## config.mk

```make
export PLATFORM = sky130hd
export DESIGN_NAME = uart_io_flat
export DESIGN_NICKNAME = d
export VERILOG_FILES = /design/src/rtl/uart_io_if.sv /design/src/rtl/uart_io.sv /design/src/flat_wrapper.sv
export SDC_FILE = /design/constraint.sdc
export NUM_CORES = 1
export LEC_CHECK = 0
export ABC_AREA = 1
export CORE_ASPECT_RATIO = 0.6
export CORE_MARGIN = 10
export CORE_UTILIZATION = 40
export DETAILED_ROUTE_END_ITERATION = 10
export SLEW_MARGIN = 40
export SYNTH_ARGS = -nofsm -noshare
export SYNTH_HDL_FRONTEND = slang
export SYNTH_SLANG_ARGS = --single-unit
```

## constraint.sdc

```tcl
create_clock -name clk -period 2 [get_ports clk]
set_clock_uncertainty 0.15 [all_clocks]
set_input_delay 0.4 -clock clk [delete_from_list [all_inputs] [get_ports clk]]
set_output_delay 0.4 -clock clk [all_outputs]
set_load 0.01 [all_outputs]
```

## src/rtl/uart_io_if.sv

```systemverilog
// rtl/uart_io_if.sv - CPU register bus bundle for the UART peripheral.
interface uart_io_if;
  logic       readEnable;
  logic       writeEnable;
  logic [1:0] regSelect;
  logic [7:0] dataIn;
  logic [7:0] dataOut;

  modport master (
    output readEnable, writeEnable, regSelect, dataIn,
    input  dataOut
  );

  modport slave (
    input  readEnable, writeEnable, regSelect, dataIn,
    output dataOut
  );
endinterface

```

## src/rtl/uart_io.sv

```systemverilog
// rtl/uart_io.sv - 8N1 UART with a four-register CPU interface.
// TX and RX FSMs share one bit-period counter width; RX samples mid-bit after a 2-flop synchronizer.
module uart_io #(
  parameter int CLKS_PER_BIT = 16
) (
  input  logic      clk,
  input  logic      rst,
  uart_io_if.slave  bus,
  input  logic      rx,
  output logic      tx
);

  localparam int CW = $clog2(CLKS_PER_BIT);
  localparam logic [CW-1:0] CNT_LAST = CW'(CLKS_PER_BIT - 1);
  localparam logic [CW-1:0] CNT_HALF = CW'(CLKS_PER_BIT / 2 - 1);

  typedef enum logic [1:0] {TX_IDLE, TX_START, TX_DATA, TX_STOP} txState_t;
  typedef enum logic [1:0] {RX_IDLE, RX_START, RX_DATA, RX_STOP} rxState_t;

  logic [7:0] txData;
  logic [7:0] rxData;
  logic       rxEnable;
  logic       rxValid;
  logic       rxOverrun;
  logic       rxFrameError;
  logic       txBusy;

  logic wrTx;
  logic wrCtrl;
  logic wrStat;

  assign wrTx   = bus.writeEnable && (bus.regSelect == 2'b00);
  assign wrCtrl = bus.writeEnable && (bus.regSelect == 2'b10);
  assign wrStat = bus.writeEnable && (bus.regSelect == 2'b11);

  // ---------------- transmitter ----------------
  txState_t      txState, txStateNext;
  logic [CW-1:0] txCnt, txCntNext;
  logic [2:0]    txBit, txBitNext;
  logic [7:0]    txShift, txShiftNext;
  logic          txOut;

  always_ff @(posedge clk) begin
    if (rst) begin
      txState <= TX_IDLE;
      txCnt   <= '0;
      txBit   <= '0;
      txShift <= '0;
    end else begin
      txState <= txStateNext;
      txCnt   <= txCntNext;
      txBit   <= txBitNext;
      txShift <= txShiftNext;
    end
  end

  always_comb begin
    txStateNext = txState;
    txCntNext   = txCnt;
    txBitNext   = txBit;
    txShiftNext = txShift;
    txOut       = 1'b1;
    case (txState)
      TX_IDLE: begin
        if (wrCtrl && bus.dataIn[0]) begin
          txStateNext = TX_START;
          txCntNext   = '0;
          txBitNext   = '0;
          txShiftNext = txData;
        end
      end
      TX_START: begin
        txOut = 1'b0;
        if (txCnt == CNT_LAST) begin
          txStateNext = TX_DATA;
          txCntNext   = '0;
        end else begin
          txCntNext = txCnt + 1'b1;
        end
      end
      TX_DATA: begin
        txOut = txShift[0];
        if (txCnt == CNT_LAST) begin
          txCntNext   = '0;
          txShiftNext = {1'b0, txShift[7:1]};
          if (txBit == 3'd7) txStateNext = TX_STOP;
          else               txBitNext   = txBit + 1'b1;
        end else begin
          txCntNext = txCnt + 1'b1;
        end
      end
      TX_STOP: begin
        if (txCnt == CNT_LAST) begin
          txStateNext = TX_IDLE;
          txCntNext   = '0;
        end else begin
          txCntNext = txCnt + 1'b1;
        end
      end
      default: txStateNext = TX_IDLE;
    endcase
  end

  assign tx     = txOut;
  assign txBusy = (txState != TX_IDLE);

  // ---------------- receiver ----------------
  logic rxSync1, rxSync2, rxPrev;

  always_ff @(posedge clk) begin
    if (rst) begin
      rxSync1 <= 1'b1;
      rxSync2 <= 1'b1;
      rxPrev  <= 1'b1;
    end else begin
      rxSync1 <= rx;
      rxSync2 <= rxSync1;
      rxPrev  <= rxSync2;
    end
  end

  rxState_t      rxState, rxStateNext;
  logic [CW-1:0] rxCnt, rxCntNext;
  logic [2:0]    rxBit, rxBitNext;
  logic [7:0]    rxShift, rxShiftNext;
  logic          rxDone;
  logic          rxBad;

  always_ff @(posedge clk) begin
    if (rst) begin
      rxState <= RX_IDLE;
      rxCnt   <= '0;
      rxBit   <= '0;
      rxShift <= '0;
    end else begin
      rxState <= rxStateNext;
      rxCnt   <= rxCntNext;
      rxBit   <= rxBitNext;
      rxShift <= rxShiftNext;
    end
  end

  always_comb begin
    rxStateNext = rxState;
    rxCntNext   = rxCnt;
    rxBitNext   = rxBit;
    rxShiftNext = rxShift;
    rxDone      = 1'b0;
    rxBad       = 1'b0;
    if (!rxEnable) begin
      // Disabling the receiver abandons any partial frame silently.
      rxStateNext = RX_IDLE;
      rxCntNext   = '0;
    end else begin
      case (rxState)
        RX_IDLE: begin
          if (rxPrev && !rxSync2) begin
            rxStateNext = RX_START;
            rxCntNext   = '0;
          end
        end
        RX_START: begin
          if (rxCnt == CNT_HALF) begin
            rxCntNext   = '0;
            rxBitNext   = '0;
            rxStateNext = rxSync2 ? RX_IDLE : RX_DATA;
          end else begin
            rxCntNext = rxCnt + 1'b1;
          end
        end
        RX_DATA: begin
          if (rxCnt == CNT_LAST) begin
            rxCntNext   = '0;
            rxShiftNext = {rxSync2, rxShift[7:1]};
            if (rxBit == 3'd7) rxStateNext = RX_STOP;
            else               rxBitNext   = rxBit + 1'b1;
          end else begin
            rxCntNext = rxCnt + 1'b1;
          end
        end
        RX_STOP: begin
          if (rxCnt == CNT_LAST) begin
            rxStateNext = RX_IDLE;
            rxCntNext   = '0;
            rxDone      = rxSync2;
            rxBad       = !rxSync2;
          end else begin
            rxCntNext = rxCnt + 1'b1;
          end
        end
        default: rxStateNext = RX_IDLE;
      endcase
    end
  end

  // ---------------- registers ----------------
  always_ff @(posedge clk) begin
    if (rst) begin
      txData       <= '0;
      rxData       <= '0;
      rxEnable     <= 1'b1;
      rxValid      <= 1'b0;
      rxOverrun    <= 1'b0;
      rxFrameError <= 1'b0;
    end else begin
      if (wrTx)   txData   <= bus.dataIn;
      if (wrCtrl) rxEnable <= bus.dataIn[1];
      // Flag set terms are OR'd after the W1C mask so a simultaneous event wins.
      rxValid      <= (rxDone && !rxValid) || (rxValid && !(wrStat && bus.dataIn[1]));
      rxOverrun    <= (rxDone && rxValid) || (rxOverrun && !(wrStat && bus.dataIn[2]));
      rxFrameError <= rxBad || (rxFrameError && !(wrStat && bus.dataIn[3]));
      if (rxDone && !rxValid) rxData <= rxShift;
    end
  end

  logic [7:0] readData;

  always_comb begin
    readData = 8'h00;
    if (bus.readEnable) begin
      case (bus.regSelect)
        2'b00:   readData = txData;
        2'b01:   readData = rxData;
        2'b10:   readData = {6'b0, rxEnable, 1'b0};
        default: readData = {4'b0, rxFrameError, rxOverrun, rxValid, txBusy};
      endcase
    end
  end

  assign bus.dataOut = readData;

endmodule

```

## src/flat_wrapper.sv

```systemverilog
// flat-port wrapper written by rule: the top's interface ports become plain ports
module uart_io_flat 
#(
  parameter int CLKS_PER_BIT = 16
)
  (clk, rst, rx, tx, bus_readEnable, bus_writeEnable, bus_regSelect, bus_dataIn, bus_dataOut);
  uart_io_if bus_i ();
  input  logic clk;
  input  logic rst;
  input  logic rx;
  output logic tx;
  input wire logic [$bits(bus_i.readEnable)-1:0] bus_readEnable;
  input wire logic [$bits(bus_i.writeEnable)-1:0] bus_writeEnable;
  input wire logic [$bits(bus_i.regSelect)-1:0] bus_regSelect;
  input wire logic [$bits(bus_i.dataIn)-1:0] bus_dataIn;
  output wire logic [$bits(bus_i.dataOut)-1:0] bus_dataOut;
  assign bus_i.readEnable = bus_readEnable;
  assign bus_i.writeEnable = bus_writeEnable;
  assign bus_i.regSelect = bus_regSelect;
  assign bus_i.dataIn = bus_dataIn;
  assign bus_dataOut = bus_i.dataOut;
  uart_io #(.CLKS_PER_BIT(CLKS_PER_BIT)) u_core (.clk(clk), .rst(rst), .bus(bus_i), .rx(rx), .tx(tx));
endmodule
```

Figure 1. Placement by cell class (run 1).
Scale: 4 px per µm.
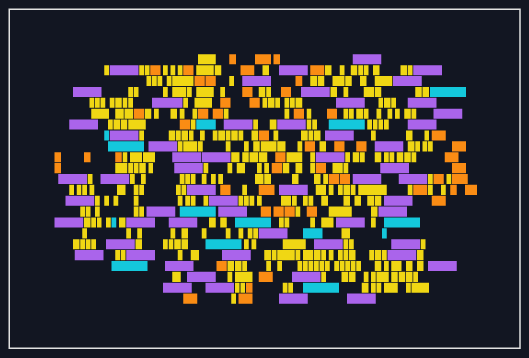
- orange: remaining buffers and delay cells (cells 54; share of their area 12%)
- yellow: remaining logic cells (cells 328; share of their area 46%)
- purple: registers (cells 57; share of their area 33%)
- cyan: clock drivers and dummy loads (cells 14; share of their area 7.7%)

Figure 2. Cells by drive strength (run 1).
Scale: 3 px per µm.
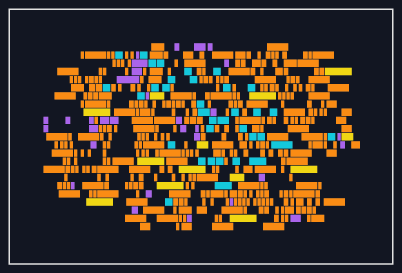
- yellow: x6 and larger (cells 13)
- cyan: x3 and x4 (cells 35)
- orange: x1 and smaller (cells 374)
- purple: x2 (cells 31)

==> impl_metrics.tcl, run 1 <==
# collected from the flow reports
set metrics [dict create \
    die_w_um 127.3 \
    hold_path_startpoint "u_core.rxSync1" \
    grt_pass1_vias 2445 \
    hold_depth 1 \
    worst_pin_slew_ns 0.3886 \
    synth.cells.most_frequent "91 x nand2_1, 68 x nor2_1, 57 x dfxtp_1" \
    slew_violations 0 \
    final_layout_top_logic_cells "88 x nand2_1, 67 x nor2_1, 56 x dfxtp_1" \
    power_w 0.003612 \
    p_seq_w 0.00129 \
    p_int_w 0.002521 \
    clk-power_w 0.00137 \
    max_slew_margin 0.7401 \
    async_flop_share 0 \
    regArea_um2 1142 \
    arrival_ns 1.34 \
    core_um2 6705 \
    cts_tree "yes" \
    place_ws_ns -0.6710 \
    pwr-share-clk 0.379 \
    r2r_slack_ns 0.19 \
    setup_viol 0 \
    pwr-share-seq 0.357 \
    r2r_start "u_core.rxCnt[0]" \
    ys_ff 57 \
    grt_use_total 0.1415 \
    swShare 0.3021 \
    crit_type "in -> out" \
    top_power_group "the clock network" \
    power_switching_w 0.001091 \
    topCellsByArea "dfxtp_1 41%, nand2_1 12%, nor2_1 9.2%, o21ai_0 6.9%, inv_1 6.4%" \
    power.density_nw_per_um2 1024 \
    areaGrowthSynthToFinish_pct 27.51 \
    crit_slowest_cell "clkdlybuf4s15_2" \
    io_buffers 23 \
    min_period_ns 1.889 \
    end_kind "output port" \
    flop_cell "dfxtp_1" \
    synth_top_area_share 0.4127 \
    most_common_cell "nand2_1" \
    regToRegEndpoint "u_core.rxShift[1]" \
    synth_nets 420 \
    n_antenna_cell 0 \
    io_pins 24 \
    whs_ns 0.2580 \
    hold_class "reg -> reg" \
    period_used_share 0.9445 \
    wl_per_cell_um 13.05 \
    cts_buffers 9 \
    grt_max_degree 26 \
    htreeDepth 3 \
    initCoreUtil 0.4124 \
    crit_path_start "bus_regSelect[1]" \
    crit_required_ns 1.45 \
    whs_endpoint "u_core.rxSync2" \
    drt-total-wl_um 7047 \
    die_height_um 84.41 \
    drt_iter0_markers 238 \
    p_comb_w 0.000955 \
    cap_viol_max_count 0 \
    layout.cells.most_common "nand2_1" \
    reg2regPathDepth 6 \
    fin_nets 476 \
    irDropWorstVdd_uv 567.8 \
    logic_area_um2 1400 \
    cts.clk_slew.worst_paths_ns 0.05 \
    die_area_um2 10750 \
    max_freq_ghz 0.5294 \
    yosysChipArea_um2 2765 \
    synth_area_um2 2765 \
    crit_fanout 5 \
    yosys_cells 394 \
    largest_area_cell "dfxtp_1" \
    yosys_warnings 0 \
    power_frac_comb 0.264 \
    synth_cell_types 32 \
    postCtsSetupBuffers 0 \
    root_buffer "clkbuf_16" \
    synth.avg_cell_area_um2 7.018 \
    clkSinkCount 57 \
    p_leak_nw 1.668 \
    status "finished clean" \
    vias 2597 \
]
Figure 3. Placed standard cells (run 1).
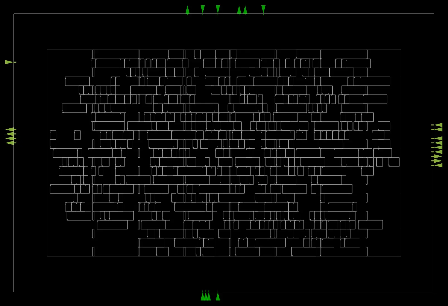
final core utilization: 0.5258
floorplan row count: 23
fill count: 654

run 1: critical path: cells and delay by family:
| family | cells | cell delay (ns) |
|---|---|---|
| compound gates | 1 | 0.23 |
| simple gates | 2 | 0.23 |
| buf+inv | 4 | 0.49 |
run 1: cells by family (layout without fill, tap and decap cells):
logic type      after synthesis  count (layout)  synth area share
mux                           1               1          0.003620
fa+ha+maj                    11              11           0.04977
compound gates               78              78            0.1466
xor+xnor                      2               2          0.006336
simple gates                186             186            0.2914
flops                        57              57            0.4127
buf+inv                      59             118           0.08959
run 1: what timing repair did:
action                                  CTS  global route
hold buffers                              0             0
endpoints found under the setup margin    9             9
pin swaps                                 7             7
gates resized                            39            21
run 1: registers in the layout (all words and copies together), names as in the netlist, named ones only:
signal,count
u_core.rxPrev,1
u_core.rxCnt,4
u_core.rxOverrun,1
u_core.txCnt,4
u_core.txState,2
u_core.rxBit,3
u_core.txShift,8
u_core.rxEnable,1
u_core.rxValid,1
u_core.rxData,8
u_core.rxSync1,1
u_core.rxSync2,1
u_core.txData,8
u_core.txBit,3
u_core.rxState,1
u_core.rxFrameError,1
u_core.rxShift,8
run 1: through the flow:
step	std cells	cell area (µm²)
2_1_floorplan	394	2765
3_3_place_gp	526	3277
3_5_place_dp	526	3277
4_1_cts	540	3521
5_1_grt	540	3526
6_report	540	3526
run 1: layer usage:
metal | GRT usage | wire [µm] | vias to the layer above
met5 | 0 | 0 | -
li1 | - | - | 1366
met1 | 0.2078 | 3925 | 1154
met4 | 0.05973 | 96 | 0
met2 | 0.1762 | 2512 | 69
met3 | 0.05022 | 512 | 8
run 1: area by class of cell:
type,count,area share
Multi-Input combinational cell,278,0.3971
Sequential cell,57,0.3240
Timing Repair Buffer,54,0.1199
Clock buffer,14,0.07488
Inverter,50,0.05323
Tap cell,87,0.03087
Figure 4. The metal 3 layer (run 1).
Scale: 2 px per µm. Cells faint in the background.
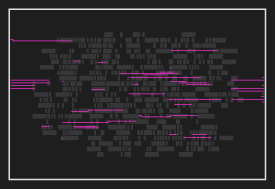

==> inputs of run 2 (changes only) <==
- GPL_TIMING_DRIVEN: unset -> 0
- MAX_ROUTING_LAYER: unset -> met4
Figure 5. The metal 3 layer (run 2).
Scale: 2 px per µm. Cells faint in the background.
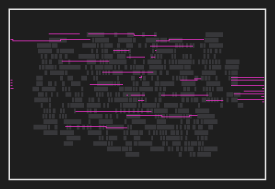
- main direction: horizontal
- wire length on this layer: 473 µm
- longest straight run: 37.7 µm
- nets with wire on the layer: 27

==> impl_metrics.tcl, run 2 <==
# collected from the flow reports
set metrics [dict create \
    grt_pass1_wl_um 11410 \
    place_hpwl_um 5132 \
    synth_nets 420 \
    drt-total-wl_um 6937 \
    cts_tree "yes" \
    die_w_um 127.3 \
    htreeDepth 3 \
    drt_pass1_iterations 5 \
    async_flop_share 0 \
    crit_end "bus_dataOut[0]" \
    synth_cell_types 32 \
    fin_util 0.5163 \
    grt_setup_unrepaired "yes" \
    cp_top_family "flip-flops" \
    grt-ovfl-total 0 \
    period_used_share 0.9842 \
    worst-path-buf-inv 3 \
    gp_congestion 0.8400 \
    drt_iter0_markers 194 \
    largest_area_cell "dfxtp_1" \
    start_kind "register" \
    ys_ff 57 \
    flop_cell "dfxtp_1" \
    drive_gt1_frac 0.1290 \
    fin_ws_ns 0.03163 \
    avgViaCountPerCell 4.837 \
    grt_max_degree 11 \
    yosysSeqAreaShare 0.4127 \
    r2r_start "u_core.txCnt[0]" \
    antenna_found_initial 0 \
    crit_fanout 4 \
    core_um2 6705 \
    fin_cells 521 \
    hold_viol 0 \
    crit_required_ns 1.45 \
    status "finished clean" \
    regToRegEndpoint "u_core.txShift[1]" \
    die_height_um 84.41 \
    regArea_um2 1149 \
    worst_pin_slew_ns 0.5265 \
    hold_class "reg -> reg" \
    place_ws_ns -0.9610 \
    synth_area_um2 2765 \
    most_common_cell "nand2_1" \
    place_area_um2 3104 \
    cts_buffers 9 \
    yosys_cells 394 \
    areaGrowthSynthToFinish_pct 25.20 \
    max_stage_delay_ns 0.37 \
    irDropWorstVdd_uv 579.7 \
    yosys_warnings 0 \
    topCellsByArea "dfxtp_1 41%, nand2_1 12%, nor2_1 9.2%, o21ai_0 6.9%, inv_1 6.4%" \
    final_layout_top_logic_cells "90 x nand2_1, 67 x nor2_1, 55 x dfxtp_1" \
    dp_cells 504 \
    root_buffer "clkbuf_16" \
    nFillCells 701 \
    clk_latency_ns 0.33 \
    cts_buffer_depth 2 \
    max_slew_margin 0.6490 \
    crit_path_start "u_core.txState[1]" \
    synth.cells.most_frequent "91 x nand2_1, 68 x nor2_1, 57 x dfxtp_1" \
    synth.avg_cell_area_um2 7.018 \
    yosysChipArea_um2 2765 \
    power.density_nw_per_um2 1064 \
    p_leak_nw 1.593 \
    die_area_um2 10750 \
    ant_nets 0 \
    fin_nets 456 \
    power_w 0.003685 \
    synth_top_area_share 0.4127 \
    initCoreUtil 0.4124 \
    r2r_slack_ns 0.20 \
    path_common_cell "inv_1" \
    crit_cells 6 \
    crit_type "reg -> out" \
    syn_inst 394 \
    crit_slowest_cell "dfxtp_4" \
    grt_use_total 0.1383 \
    setup_viol 0 \
    io_pins 24 \
    arrival_ns 1.42 \
    path_cells "inv_1, ha_2, o22ai_2, o21ai_1, inv_1, buf_2" \
    n_antenna_cell 0 \
    reg2regPathDepth 7 \
    row_count 23 \
    io_buffers 23 \
    whs_ns 0.2728 \
    tns_ns 0 \
    end_kind "output port" \
    drc_errors 0 \
    grt_pass1_vias 2290 \
    cap_viol_max_count 0 \
    wl_per_cell_um 13.31 \
    fin_area_um2 3462 \
    edf_count 0 \
    slew_violations 0 \
    logic_area_um2 1419 \
    min_period_ns 1.968 \
    layout.cells.most_common "nand2_1" \
    cts.clk_slew.worst_paths_ns 0.05 \
    max_freq_ghz 0.5080 \
    tool_warnings 31 \
    vias 2520 \
    clkSinkCount 57 \
]
## run 2: cell counts after synthesis
Identical to the previous run, type by type.
## run 2: cell type report
class,instances,area share
buffer,9,0.02024
clock buffer,13,0.08095
clock inverter,2,0.01012
inverter,50,0.05421
multi-input combinational,278,0.4098
sequential,57,0.3318
tap,87,0.03144
timing repair buffer,25,0.06144
## run 2: worst min-delay path by stage
stage / from / endpoint / slack [ns] / cells after the start
finish: u_core.rxSync1 / u_core.rxSync2 / 0.27 / 1
global route: u_core.rxSync1 / u_core.rxSync2 / 0.29 / 1
CTS: u_core.rxSync1 / u_core.rxSync2 / 0.28 / 1
detailed placement: u_core.rxSync1 / u_core.rxSync2 / 0.26 / 1
global placement: u_core.rxSync1 / u_core.rxSync2 / 0.24 / 1
floorplan: u_core.rxSync1 / u_core.rxSync2 / 0.24 / 1
## run 2: what timing repair did
action | CTS | global route
pin swaps | 1 | 2
setup buffers | 1 | 1
cloned | 0 | 0
setup endpoints to repair | 9 | 9
hold buffers | 0 | 0
gates resized | 39 | 16
## run 2: logic make-up after synthesis
| family | Yosys count | synth area share |
|---|---|---|
| buffers and inverters | 59 | 0.08959 |
| flip-flops | 57 | 0.4127 |
| adder cells (fa/ha/maj) | 11 | 0.04977 |
| AND-OR/OR-AND | 78 | 0.1466 |
| AND/OR/NAND/NOR | 186 | 0.2914 |
| multiplexers | 1 | 0.003620 |
| XOR/XNOR | 2 | 0.006336 |
## run 2: power breakdown
part | internal [W] | switching, W
Combinational | 0.000279 | 0.000508
Clock | 0.00109 | 0.000506
Sequential | 0.00123 | 0.0000704
Total | 0.00260 | 0.00108
## run 2: per-layer routing
layer,vias up,GRT usage,wire [µm]
met3,9,0.06215,473
met1,1136,0.1935,3769
met5,-,-,0
li1,1322,-,-
met4,0,0.03708,65
met2,53,0.1697,2629
Power and IR drop assume default switching activity.
